[src/rtl/cdc_req_arbiter.sv]
`default_nettype none
// ============================================================================
// Module   : cdc_req_arbiter
// Purpose  : Two-port round-robin request arbiter in front of a single
//            request/response CDC channel. One transaction is outstanding at
//            a time: IDLE -> REQ -> WAIT -> RESP -> IDLE.
// Options  : CDC_ARB_TIMEOUT_EN - response timeout with synthetic
//            32'hDEAD_BEEF reply and drop of the late channel response.
// Revision : 1.0 - initial release
// ============================================================================
module cdc_req_arbiter #(
  parameter logic [15:0] TIMEOUT_CYCLES = 16'd1024
) (
  input  logic        clk1,
  input  logic        rst_ck1,
  // requester 0
  input  logic        req_vld_p0,
  output logic        req_rdy_p0,
  input  logic [6:0]  req_addr_p0,
  input  logic [31:0] req_data_p0,
  input  logic [1:0]  req_op_p0,
  output logic        resp_vld_p0,
  input  logic        resp_rdy_p0,
  output logic [6:0]  resp_addr_p0,
  output logic [31:0] resp_data_p0,
  output logic [1:0]  resp_op_p0,
  // requester 1
  input  logic        req_vld_p1,
  output logic        req_rdy_p1,
  input  logic [6:0]  req_addr_p1,
  input  logic [31:0] req_data_p1,
  input  logic [1:0]  req_op_p1,
  output logic        resp_vld_p1,
  input  logic        resp_rdy_p1,
  output logic [6:0]  resp_addr_p1,
  output logic [31:0] resp_data_p1,
  output logic [1:0]  resp_op_p1,
  // CDC channel side
  output logic        m_req_vld,
  input  logic        m_req_rdy,
  output logic [6:0]  m_req_addr,
  output logic [31:0] m_req_data,
  output logic [1:0]  m_req_op,
  input  logic        m_resp_vld,
  output logic        m_resp_rdy,
  input  logic [6:0]  m_resp_addr,
  input  logic [31:0] m_resp_data,
  input  logic [1:0]  m_resp_op,
  output logic        busy
);

  typedef enum logic [1:0] {
    S_IDLE = 2'd0,
    S_REQ  = 2'd1,
    S_WAIT = 2'd2,
    S_RESP = 2'd3
  } state_t;

  state_t      r_state;
  logic        r_last_grant;   // 1 -> port 1 was granted last, port 0 wins a tie
  logic        r_owner;        // port that owns the outstanding transaction
  logic [6:0]  r_req_addr;
  logic [31:0] r_req_data;
  logic [1:0]  r_req_op;
  logic [6:0]  r_resp_addr;
  logic [31:0] r_resp_data;
  logic [1:0]  r_resp_op;
  logic        r_m_req_vld;
  logic        r_m_resp_rdy;
  logic        r_resp_vld_p0;
  logic        r_resp_vld_p1;
  logic        r_busy;

  logic        w_drop;         // a timed-out response is still owed by the channel
  logic        w_gnt0;
  logic        w_gnt1;
  logic        w_resp_fire;

`ifdef CDC_ARB_TIMEOUT_EN
  logic        r_drop_pending;
  logic [15:0] r_tmo_cnt;
  logic [15:0] w_tmo_cnt_nxt;

  assign w_drop        = r_drop_pending;
  assign w_tmo_cnt_nxt = r_tmo_cnt + 16'd1;
`else
  logic        w_unused_tmo;

  assign w_drop       = 1'b0;
  assign w_unused_tmo = ^TIMEOUT_CYCLES;
`endif

  // Grant: a lone requester wins; on a tie the port not granted last wins.
  // Nothing is granted while a dropped response is still outstanding.
  assign w_gnt0 = (r_state == S_IDLE) && !w_drop && req_vld_p0 &&
                  (!req_vld_p1 || r_last_grant);
  assign w_gnt1 = (r_state == S_IDLE) && !w_drop && req_vld_p1 &&
                  (!req_vld_p0 || !r_last_grant);

  assign w_resp_fire = (r_resp_vld_p0 && resp_rdy_p0) ||
                       (r_resp_vld_p1 && resp_rdy_p1);

  assign req_rdy_p0   = w_gnt0;
  assign req_rdy_p1   = w_gnt1;
  assign m_req_vld    = r_m_req_vld;
  assign m_req_addr   = r_req_addr;
  assign m_req_data   = r_req_data;
  assign m_req_op     = r_req_op;
  assign m_resp_rdy   = r_m_resp_rdy;
  assign busy         = r_busy;

  // Only the owning port sees the response; the other port reads all zeros.
  assign resp_vld_p0  = r_resp_vld_p0;
  assign resp_addr_p0 = r_resp_vld_p0 ? r_resp_addr : 7'd0;
  assign resp_data_p0 = r_resp_vld_p0 ? r_resp_data : 32'd0;
  assign resp_op_p0   = r_resp_vld_p0 ? r_resp_op   : 2'd0;
  assign resp_vld_p1  = r_resp_vld_p1;
  assign resp_addr_p1 = r_resp_vld_p1 ? r_resp_addr : 7'd0;
  assign resp_data_p1 = r_resp_vld_p1 ? r_resp_data : 32'd0;
  assign resp_op_p1   = r_resp_vld_p1 ? r_resp_op   : 2'd0;

  // Transaction FSM with all handshake outputs registered on the transitions.
  always_ff @(posedge clk1) begin
    if (rst_ck1) begin
      r_state       <= S_IDLE;
      r_last_grant  <= 1'b1;
      r_owner       <= 1'b0;
      r_req_addr    <= 7'd0;
      r_req_data    <= 32'd0;
      r_req_op      <= 2'd0;
      r_resp_addr   <= 7'd0;
      r_resp_data   <= 32'd0;
      r_resp_op     <= 2'd0;
      r_m_req_vld   <= 1'b0;
      r_m_resp_rdy  <= 1'b0;
      r_resp_vld_p0 <= 1'b0;
      r_resp_vld_p1 <= 1'b0;
      r_busy        <= 1'b0;
`ifdef CDC_ARB_TIMEOUT_EN
      r_drop_pending <= 1'b0;
      r_tmo_cnt      <= 16'd0;
`endif
    end else begin
      case (r_state)
        S_IDLE: begin
          if (w_gnt0 || w_gnt1) begin
            r_owner      <= w_gnt1;
            r_last_grant <= w_gnt1;
            r_req_addr   <= w_gnt1 ? req_addr_p1 : req_addr_p0;
            r_req_data   <= w_gnt1 ? req_data_p1 : req_data_p0;
            r_req_op     <= w_gnt1 ? req_op_p1   : req_op_p0;
            r_m_req_vld  <= 1'b1;
            r_busy       <= 1'b1;
            r_state      <= S_REQ;
          end
        end
        S_REQ: begin
          if (m_req_rdy) begin
            r_m_req_vld  <= 1'b0;
            r_m_resp_rdy <= 1'b1;
            r_state      <= S_WAIT;
`ifdef CDC_ARB_TIMEOUT_EN
            r_tmo_cnt    <= 16'd0;
`endif
          end
        end
        S_WAIT: begin
          if (m_resp_vld) begin
            r_resp_addr   <= m_resp_addr;
            r_resp_data   <= m_resp_data;
            r_resp_op     <= m_resp_op;
            r_m_resp_rdy  <= 1'b0;
            r_resp_vld_p0 <= !r_owner;
            r_resp_vld_p1 <= r_owner;
            r_state       <= S_RESP;
          end
`ifdef CDC_ARB_TIMEOUT_EN
          else if (w_tmo_cnt_nxt == TIMEOUT_CYCLES) begin
            // Synthesize an error reply; m_resp_rdy stays high to eat the late one.
            r_resp_addr    <= r_req_addr;
            r_resp_data    <= 32'hDEAD_BEEF;
            r_resp_op      <= 2'b11;
            r_drop_pending <= 1'b1;
            r_resp_vld_p0  <= !r_owner;
            r_resp_vld_p1  <= r_owner;
            r_tmo_cnt      <= w_tmo_cnt_nxt;
            r_state        <= S_RESP;
          end else begin
            r_tmo_cnt      <= w_tmo_cnt_nxt;
          end
`endif
        end
        S_RESP: begin
          if (w_resp_fire) begin
            r_resp_vld_p0 <= 1'b0;
            r_resp_vld_p1 <= 1'b0;
            r_busy        <= 1'b0;
            r_state       <= S_IDLE;
          end
        end
        default: r_state <= S_IDLE;
      endcase
`ifdef CDC_ARB_TIMEOUT_EN
      // The late response of a timed-out transaction is accepted and discarded.
      if (r_drop_pending && m_resp_vld && (r_state != S_WAIT)) begin
        r_drop_pending <= 1'b0;
        r_m_resp_rdy   <= 1'b0;
      end
`endif
    end
  end

endmodule
`default_nettype wire

[config.mk]
export PLATFORM = sky130hd
export DESIGN_NAME = cdc_req_arbiter
export DESIGN_NICKNAME = d
export VERILOG_FILES = /design/src/rtl/cdc_req_arbiter.sv
export SDC_FILE = /design/constraint.sdc
export NUM_CORES = 1
export LEC_CHECK = 0
export ABC_AREA = 1
export CORE_MARGIN = 2
export CORE_UTILIZATION = 35
export DETAILED_ROUTE_END_ITERATION = 6
export PLACE_DENSITY = 0.84
export SLEW_MARGIN = 20
export SYNTH_ARGS = -nofsm -noshare
export SYNTH_HDL_FRONTEND = slang
export SYNTH_SLANG_ARGS = --single-unit
[constraint.sdc]
create_clock -name clk1 -period 1.49 [get_ports clk1]
set_input_delay 0.298 -clock clk1 [delete_from_list [all_inputs] [get_ports clk1]]
set_output_delay 0.298 -clock clk1 [all_outputs]
set_load 0.01 [all_outputs]
==> qor.txt <==
Late-Pin Clk Latency: 0.34 ns
CP Class: flop to flop
top cells, area: dfxtp_1, nand2_1, inv_1
# DRC: 0
AND-OR/OR-AND Cells, Area Fraction: 5.65%
ys flop type: dfxtp_1
crit path DRT: 1.75 ns
maximum VDD drop: 0.815 mV
num rows: 42
final setup vio count: 117
CTS Hold Bufs: 0
post-synthesis simple-gate area fraction: 38.2%
Synth async-reset ratio: 0%
TNS Setup: -6.50 ns
Vias per Instance: 4.88
WL per Instance: 17.4 µm
1st-iter DRT viols: 312
max-cap check violation count: 0
Max-area cell share: 39.4%
dpl ws: -0.467 ns
CTS tree: built
GRT overflow: 0
Final Slew Violations: 0
CTS root buffer: clkbuf_16
fmax: 603 MHz
Num CTS Buffers: 9
post-layout min period: 1.66 ns
Setup WS post-layout: -0.169 ns
pin count of the biggest net entering global routing: 42
mux share: 0%
layout cells sized above 1: 44.5%
initial antenna violation count: 0
Core Area: 0.0131 mm²
Detailed Route WL: 21.5 mm
Die ar.: 0.0142 mm²
RSZ-0062 raised after global routing: yes
Via Count: 6039
status: complete, but fails checks
Yosys Warn Count: 0
failing checks: negative setup slack
Power Density: 1520 mW/mm²
Net Count, Synth: 875
nets@finish: 1192
cell area after synthesis: 0.00463 mm²
vias in the first global route: 5744
area grow syn2layout: 116%
GP Congestion: 0.823
Reg clk slew, reported paths: 0.07 ns
Least-Margin Pin Slew: 0.311 ns
XOR/XNOR Area Share: 0%
Syn Inst Count: 739
worst max-delay path, cell delays in order (launching register included):
cell,delay [ns]
dfxtp_2,0.33
inv_2,0.05
ha_4,0.18
nand2_4,0.06
buf_6,0.11
buf_4,0.11
nand3_1,0.18
buf_4,0.20
nand2_1,0.06
nand2_1,0.10
a21oi_2,0.19
registers in the layout (all words and copies together), names as in the netlist:
| register | flops |
|---|---|
| busy | 1 |
| m_req_addr | 7 |
| m_req_data | 32 |
| m_req_op | 2 |
| m_req_vld | 1 |
| m_resp_rdy | 1 |
| r_last_grant | 1 |
| r_owner | 1 |
| r_resp_addr | 7 |
| r_resp_data | 32 |
| r_resp_op | 2 |
| r_state | 2 |
| resp_vld_p0 | 1 |
| resp_vld_p1 | 1 |
cells by family (layout without fill, tap and decap cells):
logic type,count (synthesis),in the layout
simple gates,412,413
buf+inv,180,501
flops,91,91
fa+ha+maj,5,5
compound gates,51,51
metal layers:
layer | share of wire, % | track usage (%) | up-vias
met2 | 52 | 47.5 | 273
li1 | - | - | 2848
met4 | 4.4 | 11.6 | 0
met3 | 5.3 | 4.98 | 77
met1 | 38 | 30.7 | 2841
met5 | 0 | 0 | -
area by class of cell:
class / count / area, µm²
fill: 833 / 3090
clock inverter: 4 / 47.5
clock buffer: 12 / 267
inverter: 136 / 513
timing repair buffer: 349 / 3870
multi-input combinational: 469 / 3250
sequential: 91 / 1830
tap: 176 / 220
cell usage after synthesis (2+ instances only):
cell      instances
nand2_1         186
a21oi_1           7
nand4_1           2
buf_4             5
clkbuf_1         22
or2_2            31
ha_1              5
buf_2            16
dfxtp_1          91
nand3_1          88
nor2_1           94
inv_1           135
o21ai_0          42
or2_0            10
layout by cell type, fill, tap and decap left out, drive strengths merged, types with 2 or more instances in the layout:
cell type	instances
ha	5
inv	136
buf	173
nand4	2
o21ai	42
clkbuf	14
nand2	187
nand3	88
dlygate4sd2	46
clkdlybuf4s50	128
clkinv	2
a21oi	8
dfxtp	91
or2	41
nor2	94
power by group:
part           leakage [nW]  internal (mW)  switching (mW)  total [mW]
combinational          4.83           4.78            4.31        9.09
sequential            0.751           3.12           0.602        3.72
clock                 0.155           1.43           0.990        2.42
repair_timing:
item | in CTS | in global routing
cloned | 21 | 1
setup endpoints to repair | 216 | 173
pin swaps | 32 | 53
gates resized | 602 | 276
hold endpoints to repair | 0 | 0
buffers inserted | 32 | 8
stage by stage:
| stage | hold WS [ns] | instances | power [mW] | util (%) | cell area, µm² |
|---|---|---|---|---|---|
| after detailed placement | 0.457 | 1165 | 8.64 | 58.2 | 7620 |
| after floorplan | 0.367 | 739 | 6.27 | - | 4630 |
| final | 0.495 | 1237 | 15.2 | 76.4 | 10000 |
| after global placement | 0.445 | 1165 | 8.51 | 58.2 | 7620 |
| after CTS | 0.466 | 1234 | 13.8 | 68.9 | 9020 |
| after global routing | 0.508 | 1237 | 16.0 | 76.4 | 10000 |
path summary, 6_finish.rpt:
| path | to | slack, ns | depth (start not counted) |
|---|---|---|---|
| worst max register to register | m_req_vld | -0.17 | 10 |
| worst min-delay path | busy | 0.50 | 2 |
| worst min register to register | busy | 0.50 | 2 |
| worst max-delay path | m_req_vld | -0.17 | 10 |
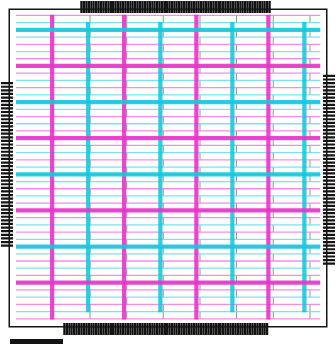
(floorplan with the power grid)
Scale bar: 20 µm. Pins as bars on the die edge. Tap cells in grey.
Key: cyan = VDD; magenta = VSS
43 met1 rails follow the rows. The core has 42 rows. 8 straps on met5. 261 signal pins sit on the boundary.

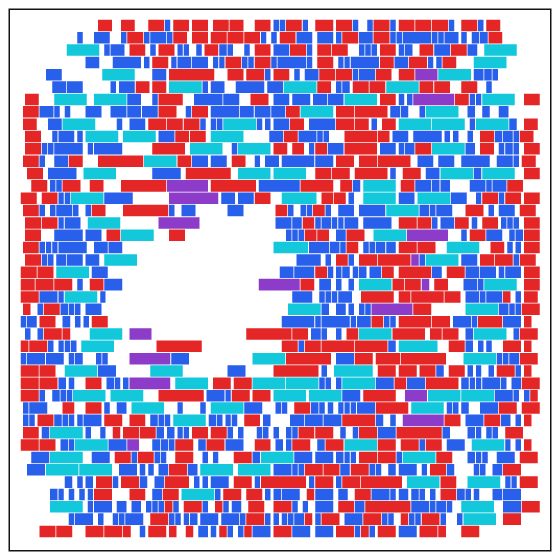
(placed cells, one colour a class)
Key: cyan = sequential cells [cells 91, share of their area 19%]; red = remaining buffers and delay cells [cells 349, share of their area 40%]; purple = clock drivers and dummy loads [cells 16, share of their area 3.2%]; blue = combinational and other logic [cells 605, share of their area 38%]

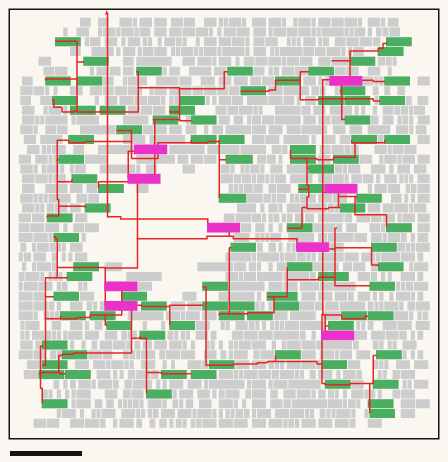
(routed clock nets over the placement)
Scale bar: 20 µm.
Key: green = flip-flops [count 91]; magenta = clock drivers [count 9]; red = clock wires [length 1230 µm]
Position of the flops: widely spread.

Power figures rest on the tool's default switching activity, not on a simulated workload.
